### src/rtl/arb2_pkg.sv
// arb2_pkg: shared state and grant encodings for the two-requester packet arbiter
package arb2_pkg;
  typedef enum logic [1:0] {IDLE, OWN0, OWN1} state_t;
  localparam logic [1:0] GNT_NONE = 2'b00;
  localparam logic [1:0] GNT_0    = 2'b01;
  localparam logic [1:0] GNT_1    = 2'b10;
endpackage

### src/rtl/arb2_sel.sv
// arb2_sel: vector 2:1 selector, forced to zero when not enabled
module arb2_sel #(
  parameter int W = 10
) (
  input  logic         sel,
  input  logic         en,
  input  logic [W-1:0] a,
  input  logic [W-1:0] b,
  output logic [W-1:0] y
);
  assign y = !en ? '0 : (sel ? b : a);
endmodule

### src/rtl/arb2_mux_ctrl.sv
// arb2_mux_ctrl: round-robin packet arbiter driving the select of a shared 2:1 stream mux
module arb2_mux_ctrl
  import arb2_pkg::*;
#(
  parameter int DW = 8
) (
  input  logic          clk,
  input  logic          rst_n,
  input  logic          s0_valid,
  input  logic [DW-1:0] s0_data,
  input  logic          s0_last,
  output logic          s0_ready,
  input  logic          s1_valid,
  input  logic [DW-1:0] s1_data,
  input  logic          s1_last,
  output logic          s1_ready,
  output logic          m_valid,
  output logic [DW-1:0] m_data,
  output logic          m_last,
  input  logic          m_ready,
  output logic [1:0]    grant,
  output logic          sel
);
  state_t state_q, state_d;
  logic   prio_q, prio_d;
  logic   sel_q, sel_d;
  logic   cur, own_v, own_l, oth_v;
  always_ff @(posedge clk or negedge rst_n) begin
    if (!rst_n) begin
      state_q <= IDLE;
      prio_q  <= 1'b0;
      sel_q   <= 1'b0;
    end else begin
      state_q <= state_d;
      prio_q  <= prio_d;
      sel_q   <= sel_d;
    end
  end
  always_comb begin
    state_d = state_q;
    prio_d  = prio_q;
    cur     = state_q == OWN1;
    own_v   = cur ? s1_valid : s0_valid;
    own_l   = cur ? s1_last  : s0_last;
    oth_v   = cur ? s0_valid : s1_valid;
    if (state_q == IDLE) begin
      if (s0_valid && (!s1_valid || !prio_q))
        state_d = OWN0;
      else if (s1_valid)
        state_d = OWN1;
    end else if (own_v && m_ready && own_l) begin
      // packet end hands priority over; a waiting peer takes the bus with no bubble
      prio_d  = !cur;
      state_d = !oth_v ? IDLE : (cur ? OWN0 : OWN1);
    end
    sel_d = state_d == OWN1 ? 1'b1 : (state_d == OWN0 ? 1'b0 : sel_q);
  end
  assign sel      = sel_q;
  assign s0_ready = (state_q == OWN0) && m_ready;
  assign s1_ready = (state_q == OWN1) && m_ready;
  assign grant    = state_q == OWN0 ? GNT_0 : (state_q == OWN1 ? GNT_1 : GNT_NONE);
  arb2_sel #(.W(DW + 2)) u_sel (
    .sel (sel_q),
    .en  (state_q != IDLE),
    .a   ({s0_valid, s0_last, s0_data}),
    .b   ({s1_valid, s1_last, s1_data}),
    .y   ({m_valid, m_last, m_data})
  );
endmodule

### config.mk
export PLATFORM = sky130hd
export DESIGN_NAME = arb2_mux_ctrl
export DESIGN_NICKNAME = d
export VERILOG_FILES = /design/src/rtl/arb2_pkg.sv /design/src/rtl/arb2_sel.sv /design/src/rtl/arb2_mux_ctrl.sv
export SDC_FILE = /design/constraint.sdc
export NUM_CORES = 1
export LEC_CHECK = 0
export ABC_AREA = 1
export CAP_MARGIN = 10
export CORE_MARGIN = 1
export CORE_UTILIZATION = 33
export CTS_CLUSTER_DIAMETER = 30
export DETAILED_ROUTE_END_ITERATION = 16
export HOLD_SLACK_MARGIN = 0.06
export PLACE_DENSITY = 0.79
export SETUP_SLACK_MARGIN = 0.15
export SLEW_MARGIN = 15
export SYNTH_ARGS = -nofsm -noshare
export SYNTH_HDL_FRONTEND = slang
export SYNTH_HIERARCHICAL = 1
export SYNTH_SLANG_ARGS = --single-unit
export TNS_END_PERCENT = 1
### constraint.sdc
create_clock -name clk -period 2.3 [get_ports clk]
set_clock_uncertainty 0.05 [all_clocks]
set_input_delay 0.46 -clock clk [delete_from_list [all_inputs] [get_ports clk]]
set_output_delay 0.46 -clock clk [all_outputs]
set_load 0.02 [all_outputs]
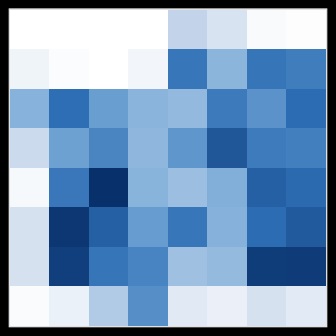
run_1/wire_density.png
8 x 8 tiles, from white (low) to dark blue (high), scaled to the fullest tile. Values are wire area over tile area, all layers added.
nearly empty tiles: 11%
tiles over half the peak: 47%
mean over tiles: 0.14
emptiest ninth of the die: north-west

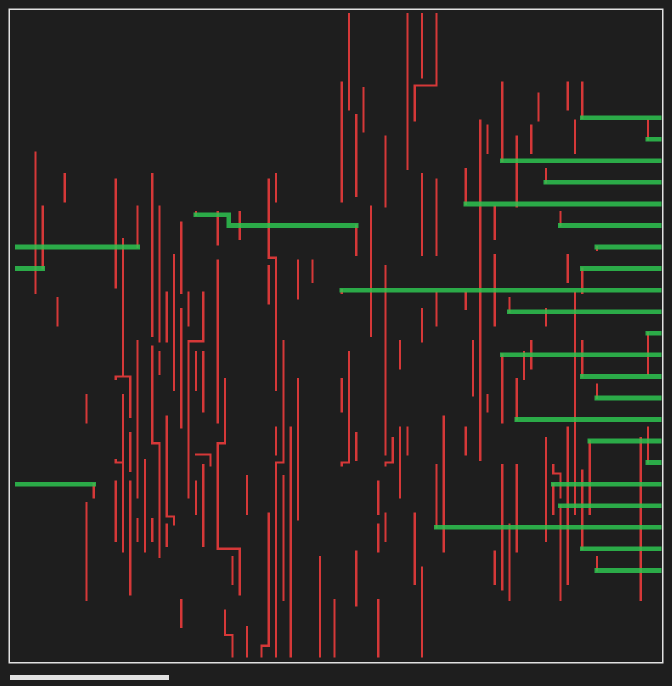
run_1/metal_stack.png
The bar under the picture is 10 um long. Only two layers are drawn.
[met3] green | wire length: 173 um
[met2] red | wire length: 625 um
final WL: 1430 um
via count: 647
GRT Util Overall: 16.6%

==> Slide: Implementation Results, run 1 <==
Flow Results at a Glance

Status
  – Outcome: complete, no violations

Final layout
  – Non-clock inverter count: 15
  – Clock network area share: 2.39%
  – NonClk Buf Share: 44.4%
  – Top Layout Cells: nand2_1, clkdlybuf4s50_1, nor2_1, inv_1, dlymetal6s2s_1
  – Post-route cell area: 943 um^2
  – MI comb cells: 70
  – Register Area: 101 um^2
  – Post-Route Utilization: 69.0%

Critical path
  – CP Buf/Inv Count: 2
  – Worst Path Required: 1.79 ns
  – RR Startpoint: state_q[0]
  – Reg2reg setup slack: 0.50 ns
  – Crit path launch: state_q[0]
  – CP Cell Sequence: buf_4 -> nor2_4 -> clkdlybuf4s50_1

Route
  – First drt pass iteration count: 3
  – # DRC: 0
  – Met3 WL: 172 um
  – Highest metal used: met3
  – M1 WL: 635 um
  – Met2 routed WL: 624 um

Synthesis
  – Yosys aoi share: 1.98%
  – Cell area leaders: nand2_1, dfrtp_1, nor2_1
  – Floorplan Nets: 116
  – Unique cell types: 18
  – Mux share: 2.23%

STA
  – Final setup margin: 0.291 ns
  – # setup viols final: 0
  – WHS: 0.374 ns

Clock network
  – CTS max path bufs: 2
  – Setup Buffers After CTS: 0
  – CTS root buf: clkbuf_4
  – Worst-Skew Late Latency: 0.23 ns
  – TritonCTS Buffers: 3

Die
  – IO Count: 38
  – Tap cells: 15
  – Row Count: 13
  – Core Util at FP: 37.0%
  – Core footprint: 1370 um^2

Power
  – P_int: 449 uW
  – Comb group: 628 uW
  – Net Sw Frac: 47.6%
  – Psw: 407 uW
  – Top Consumer: combinational cells
  – Clock Power: 86.5 uW
  – Register share of total power: 16.5%

GRT
  – Vias in the first global route: 502
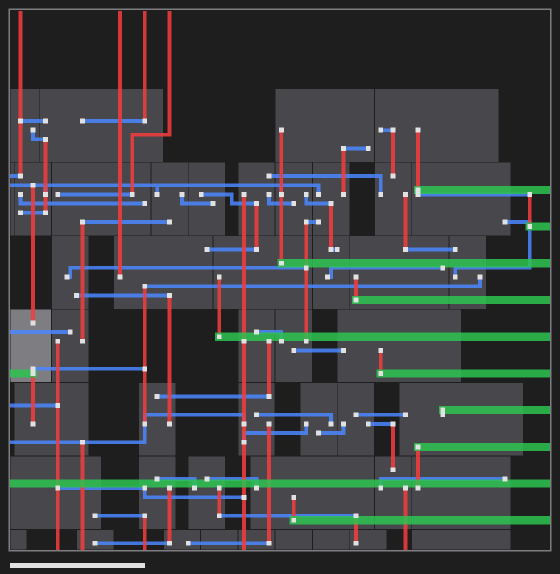
run_1/zoom.png
The bar under the picture is 5 um long. Region (21, 21) to (41, 41) um. Cells in gray, sequential cells in the stronger gray; small squares are vias.
[met2] red
[met1] blue
[met3] green
sequential cells in the window: 0
most frequent: nor2_1 (9), nand2_1 (9), clkdlybuf4s50_1 (8)
cells with their middle in the window: 35

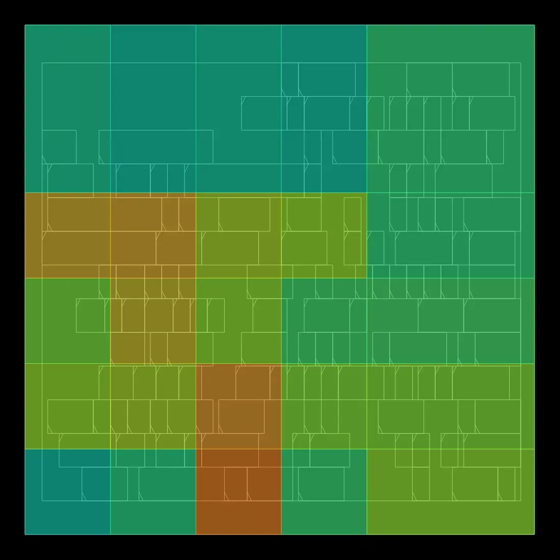
run_1/final_congestion.png
WL per Instance: 9.75 um
met3 Use GR: 7.61%
met2 usage: 30.5%

run_1/met1.png
The bar under the picture is 10 um long.
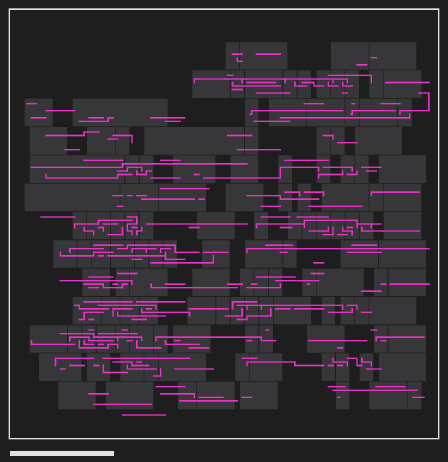

==> run 2: changes to the inputs <==
--- a/config.mk
+++ b/config.mk
@@ -7,12 +7,14 @@
 export LEC_CHECK = 0
 export ABC_AREA = 1
 export CAP_MARGIN = 10
+export CORE_ASPECT_RATIO = 1.2
 export CORE_MARGIN = 1
-export CORE_UTILIZATION = 33
+export CORE_UTILIZATION = 31
+export CTS_BUF_LIST = sky130_fd_sc_hd__clkbuf_4 sky130_fd_sc_hd__clkbuf_8
 export CTS_CLUSTER_DIAMETER = 30
 export DETAILED_ROUTE_END_ITERATION = 16
 export HOLD_SLACK_MARGIN = 0.06
-export PLACE_DENSITY = 0.79
+export PLACE_DENSITY = 0.78
 export SETUP_SLACK_MARGIN = 0.15
 export SLEW_MARGIN = 15
 export SYNTH_ARGS = -nofsm -noshare
==> constraint.sdc (replaced) <==
create_clock -name clk -period 1.7 [get_ports clk]
set_clock_uncertainty 0.05 [all_clocks]
set_input_delay 0.34 -clock clk [delete_from_list [all_inputs] [get_ports clk]]
set_output_delay 0.34 -clock clk [all_outputs]
set_load 0.02 [all_outputs]
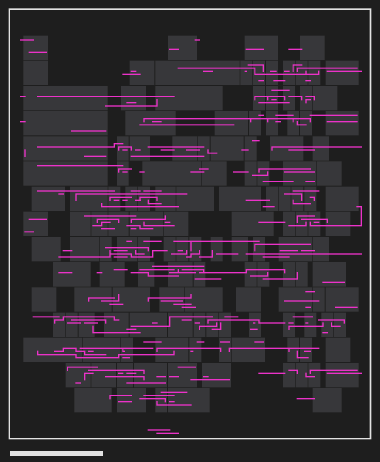
run_2/met1.png
The bar under the picture is 10 um long.
longest straight run: 17.9 um
wire length on this layer: 634 um
main direction: horizontal

==> Slide: Implementation Results, run 2 <==
Flow Results at a Glance

Synthesis
  – Unique cell types: 18 (unchanged)
  – Floorplan Nets: 116 (unchanged)
  – Mux share: 2.23% (unchanged)
  – Yosys aoi share: 1.98% (unchanged)
  – Syn Area/Cell: 5.49 um^2 (unchanged)
  – Yosys xor share: 0% (unchanged)

Final layout
  – Clock buf count: 3 (unchanged)
  – MI comb cells: 70 (unchanged)
  – Area grow syn2layout: 110% (was 86.6%)
  – Top Layout Cells: nand2_1, nor2_1, buf_4, clkdlybuf4s50_1, inv_1 (was nand2_1, clkdlybuf4s50_1, nor2_1, inv_1, dlymetal6s2s_1)
  – Clock network area share: 2.12% (was 2.39%)
  – Share of layout cells above drive strength 1: 35.2% (was 15.9%)
  – Comb/total area: 38.1% (was 34.5%)
  – NonClk Buf Share: 42.3% (was 44.4%)
  – Register Area: 100 um^2 (was 101 um^2)
  – Flip-flops: 4 (unchanged)
  – Non-clock inverter count: 15 (unchanged)
  – Nets@finish: 168 (was 158)

Clock network
  – CTS max path bufs: 2 (unchanged)
  – Worst-Skew Late Latency: 0.23 ns (about the same)
  – CTS root buf: clkbuf_4 (unchanged)
  – TritonCTS Buffers: 3 (unchanged)
  – Setup Buffers After CTS: 2 (was 0)

Route
  – Via count: 697 (was 647)
  – First drt pass iteration count: 4 (was 3)
  – Met2 routed WL: 730 um (was 624 um)
  – # DRC: 0 (unchanged)
  – WL per Instance: 9.67 um (was 9.75 um)
  – Final WL: 1540 um (was 1430 um)
  – Highest metal used: met3 (unchanged)
  – Met3 WL: 173 um (was 172 um)

GRT
  – Vias in the first global route: 586 (was 502)
  – Global routing's busiest layer: met2 (unchanged)
  – Met3 Use GR: 6.28% (was 7.61%)
  – Met2 usage: 30.7% (was 30.5%)
  – GRT Util Overall: 17.6% (was 16.6%)

Status
  – Outcome: finished, violations left (was complete, no violations)
  – Failing checks: negative setup slack

Die
  – Tap cells: 17 (was 15)
  – Core footprint: 1480 um^2 (was 1370 um^2)
  – Core Util at FP: 34.1% (was 37.0%)
  – IO Count: 38 (unchanged)

Power
  – P_int: 774 uW (was 449 uW)
  – Register share of total power: 11.4% (was 16.5%)
  – Net Sw Frac: 46.5% (was 47.6%)
  – Comb group: 1170 uW (was 628 uW)
  – Clock Power: 110 uW (was 86.5 uW)

STA
  – Final setup margin: -0.0649 ns (was 0.291 ns)
  – WHS: 0.258 ns (was 0.374 ns)
  – # setup viols final: 2 (was 0)
  – RSZ-0062 raised after global routing: true (was false)

Critical path
  – RR Startpoint: state_q[1] (was state_q[0])
  – CP dominant cell by count: buf_4
  – Reg2reg setup slack: -0.06 ns (was 0.50 ns)
  – Worst Path Required: 1.76 ns (was 1.79 ns)
  – Crit path launch: state_q[1] (was state_q[0])
run_2/zoom.png
The bar under the picture is 5 um long. Region (19, 25) to (39, 45) um. Cells in gray, sequential cells in the stronger gray; small squares are vias.
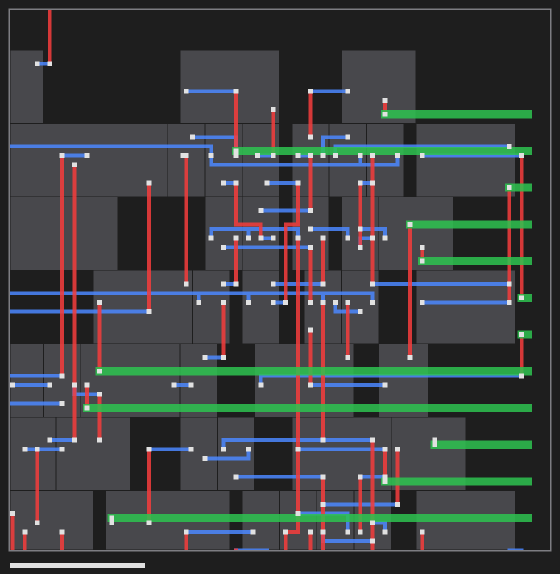

==> run 3: changes to the inputs <==
--- a/config.mk
+++ b/config.mk
@@ -16,6 +16,7 @@
 export HOLD_SLACK_MARGIN = 0.06
 export PLACE_DENSITY = 0.78
 export SETUP_SLACK_MARGIN = 0.15
+export SKIP_LAST_GASP = 1
 export SLEW_MARGIN = 15
 export SYNTH_ARGS = -nofsm -noshare
 export SYNTH_HDL_FRONTEND = slang
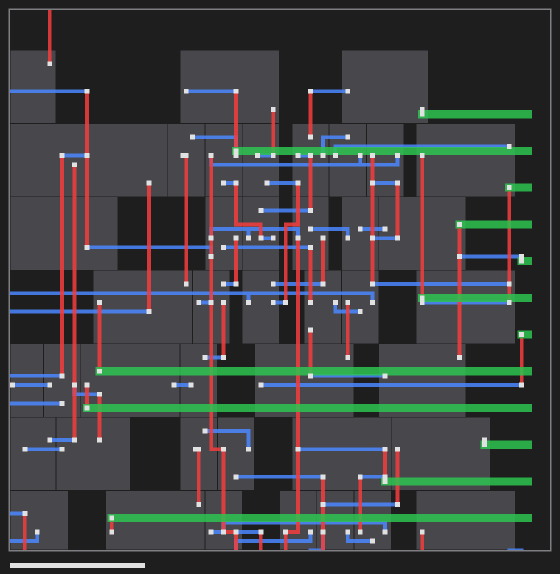
run_3/zoom.png
The bar under the picture is 5 um long. Region (19, 25) to (39, 45) um. Cells in gray, sequential cells in the stronger gray; small squares are vias.
[met1] blue
[met2] red
[met3] green
cells with their middle in the window: 39
most frequent: nand2_1 (10), clkdlybuf4s50_1 (9), nor2_1 (8)
sequential cells in the window: 0

==> Slide: Implementation Results, run 3 <==
Flow Results at a Glance

Critical path
  – Crit end category: flip-flop (unchanged)
  – CP Cell Sequence: clkdlybuf4s50_1 -> nand2_1 -> nand2_4 -> nand3_2 -> nand3_2 -> nand2_2 -> ha_4 -> mux2_4 (was buf_6 -> inv_6 -> nor2_4 -> buf_4 -> buf_4 -> nand2_4 -> nand3_4 -> ha_4 -> mux2_4)
  – RR Startpoint: state_q[1] (unchanged)
  – CP dominant cell by count: nand3_2 (was buf_4)
  – Reg2reg setup slack: -0.06 ns (about the same)
  – Reg-to-reg critical path endpoint: sel (unchanged)
  – Crit path launch: s1_last (was state_q[1])
  – CP Buf/Inv Count: 1 (was 4)
  – Worst Path Required: 1.76 ns (about the same)

Placement
  – DP Worst Slack: -0.430 ns (unchanged)
  – Cell Area, Placed: 961 um^2 (unchanged)

Final layout
  – Comb/total area: 37.8% (was 38.1%)
  – Clock buf count: 3 (unchanged)
  – Non-clock inverter count: 15 (unchanged)
  – Largest register FFs: 2 (unchanged)
  – Largest class: buffers (unchanged)
  – Register Area: 100 um^2 (unchanged)
  – Flip-flops: 4 (unchanged)
  – MI comb cells: 70 (unchanged)
  – Top Layout Cells: nand2_1, nor2_1, clkdlybuf4s50_1, dlygate4sd2_1, inv_1 (was nand2_1, nor2_1, buf_4, clkdlybuf4s50_1, inv_1)
  – Nets@finish: 168 (unchanged)
  – Area grow syn2layout: 114% (was 110%)
  – Post-route cell area: 1080 um^2 (was 1060 um^2)
  – NonClk Buf Share: 43.3% (was 42.3%)
  – Share of layout cells above drive strength 1: 27.5% (was 35.2%)
  – Post-Route Utilization: 73.1% (was 71.6%)
  – Clock network area share: 2.08% (was 2.12%)

Die
  – Row Count: 15 (unchanged)
  – Tap cells: 17 (unchanged)
  – IO Count: 38 (unchanged)
  – Core Util at FP: 34.1% (unchanged)
  – Core footprint: 1480 um^2 (unchanged)

GRT
  – Met3 Use GR: 6.28% (unchanged)
  – Vias in the first global route: 588 (was 586)
  – Met2 usage: 30.3% (was 30.7%)
  – Global routing's busiest layer: met2 (unchanged)
  – GRT Util Overall: 17.6% (unchanged)

Synthesis
  – Floorplan Nets: 116 (unchanged)
  – Mux share: 2.23% (unchanged)
  – Cell area leaders: nand2_1, dfrtp_1, nor2_1 (unchanged)
  – Ys Warns: 6 (unchanged)
  – Flip-flop and latch count after synthesis: 4 (unchanged)
  – Cell accounting for the most synthesized area: nand2_1 (unchanged)
  – Yosys aoi share: 1.98% (unchanged)
  – Main logic family after synthesis: simple AND/OR/NAND/NOR gates (unchanged)
  – Unique cell types: 18 (unchanged)
  – Simple-Gate Area Share: 57.7% (unchanged)
  – Dominant flop cell: dfrtp_1 (unchanged)
  – Post-synth ARST share: 100% (unchanged)
  – Top cells by count, synth: nand2_1, nor2_1, inv_1 (unchanged)
  – Yosys xor share: 0% (unchanged)
  – Syn Area/Cell: 5.49 um^2 (unchanged)

Route
  – First drt pass iteration count: 4 (unchanged)
  – M1 WL: 646 um (was 633 um)
  – Final WL: 1540 um (about the same)
  – # DRC: 0 (unchanged)
  – Via count: 697 (unchanged)
  – Met3 WL: 158 um (was 173 um)
  – Met2 routed WL: 738 um (was 730 um)
  – WL per Instance: 9.70 um (was 9.67 um)
  – Highest metal used: met3 (unchanged)

Power
  – P_int: 758 uW (was 774 uW)
  – Psw: 662 uW (was 672 uW)
  – Register share of total power: 11.6% (was 11.4%)
  – Total chip power: 1420 uW (was 1450 uW)
  – Net Sw Frac: 46.6% (was 46.5%)
  – Comb group: 1140 uW (was 1170 uW)
  – Clock Power: 110 uW (about the same)
  – Top Consumer: combinational cells (unchanged)

STA
  – Slew HR: 82.2% (was 83.8%)
  – WHS: 0.258 ns (unchanged)
  – # setup viols final: 11 (was 2)
  – F_max: 563 MHz (was 567 MHz)
  – Final setup margin: -0.0757 ns (was -0.0649 ns)
  – RSZ-0062 raised after global routing: true (unchanged)

Status
  – Outcome: finished, violations left (unchanged)
  – Failing checks: negative setup slack (unchanged)

Clock network
  – CTS root buf: clkbuf_4 (unchanged)
  – CTS max path bufs: 2 (unchanged)
  – CTS H-tree lvls: 1 (unchanged)
  – Worst-path clk slew: 0.03 ns (about the same)
  – Worst-Skew Late Latency: 0.23 ns (about the same)
  – Setup Buffers After CTS: 2 (unchanged)
  – TritonCTS Buffers: 3 (unchanged)
Power is estimated from default activity; no workload was simulated.
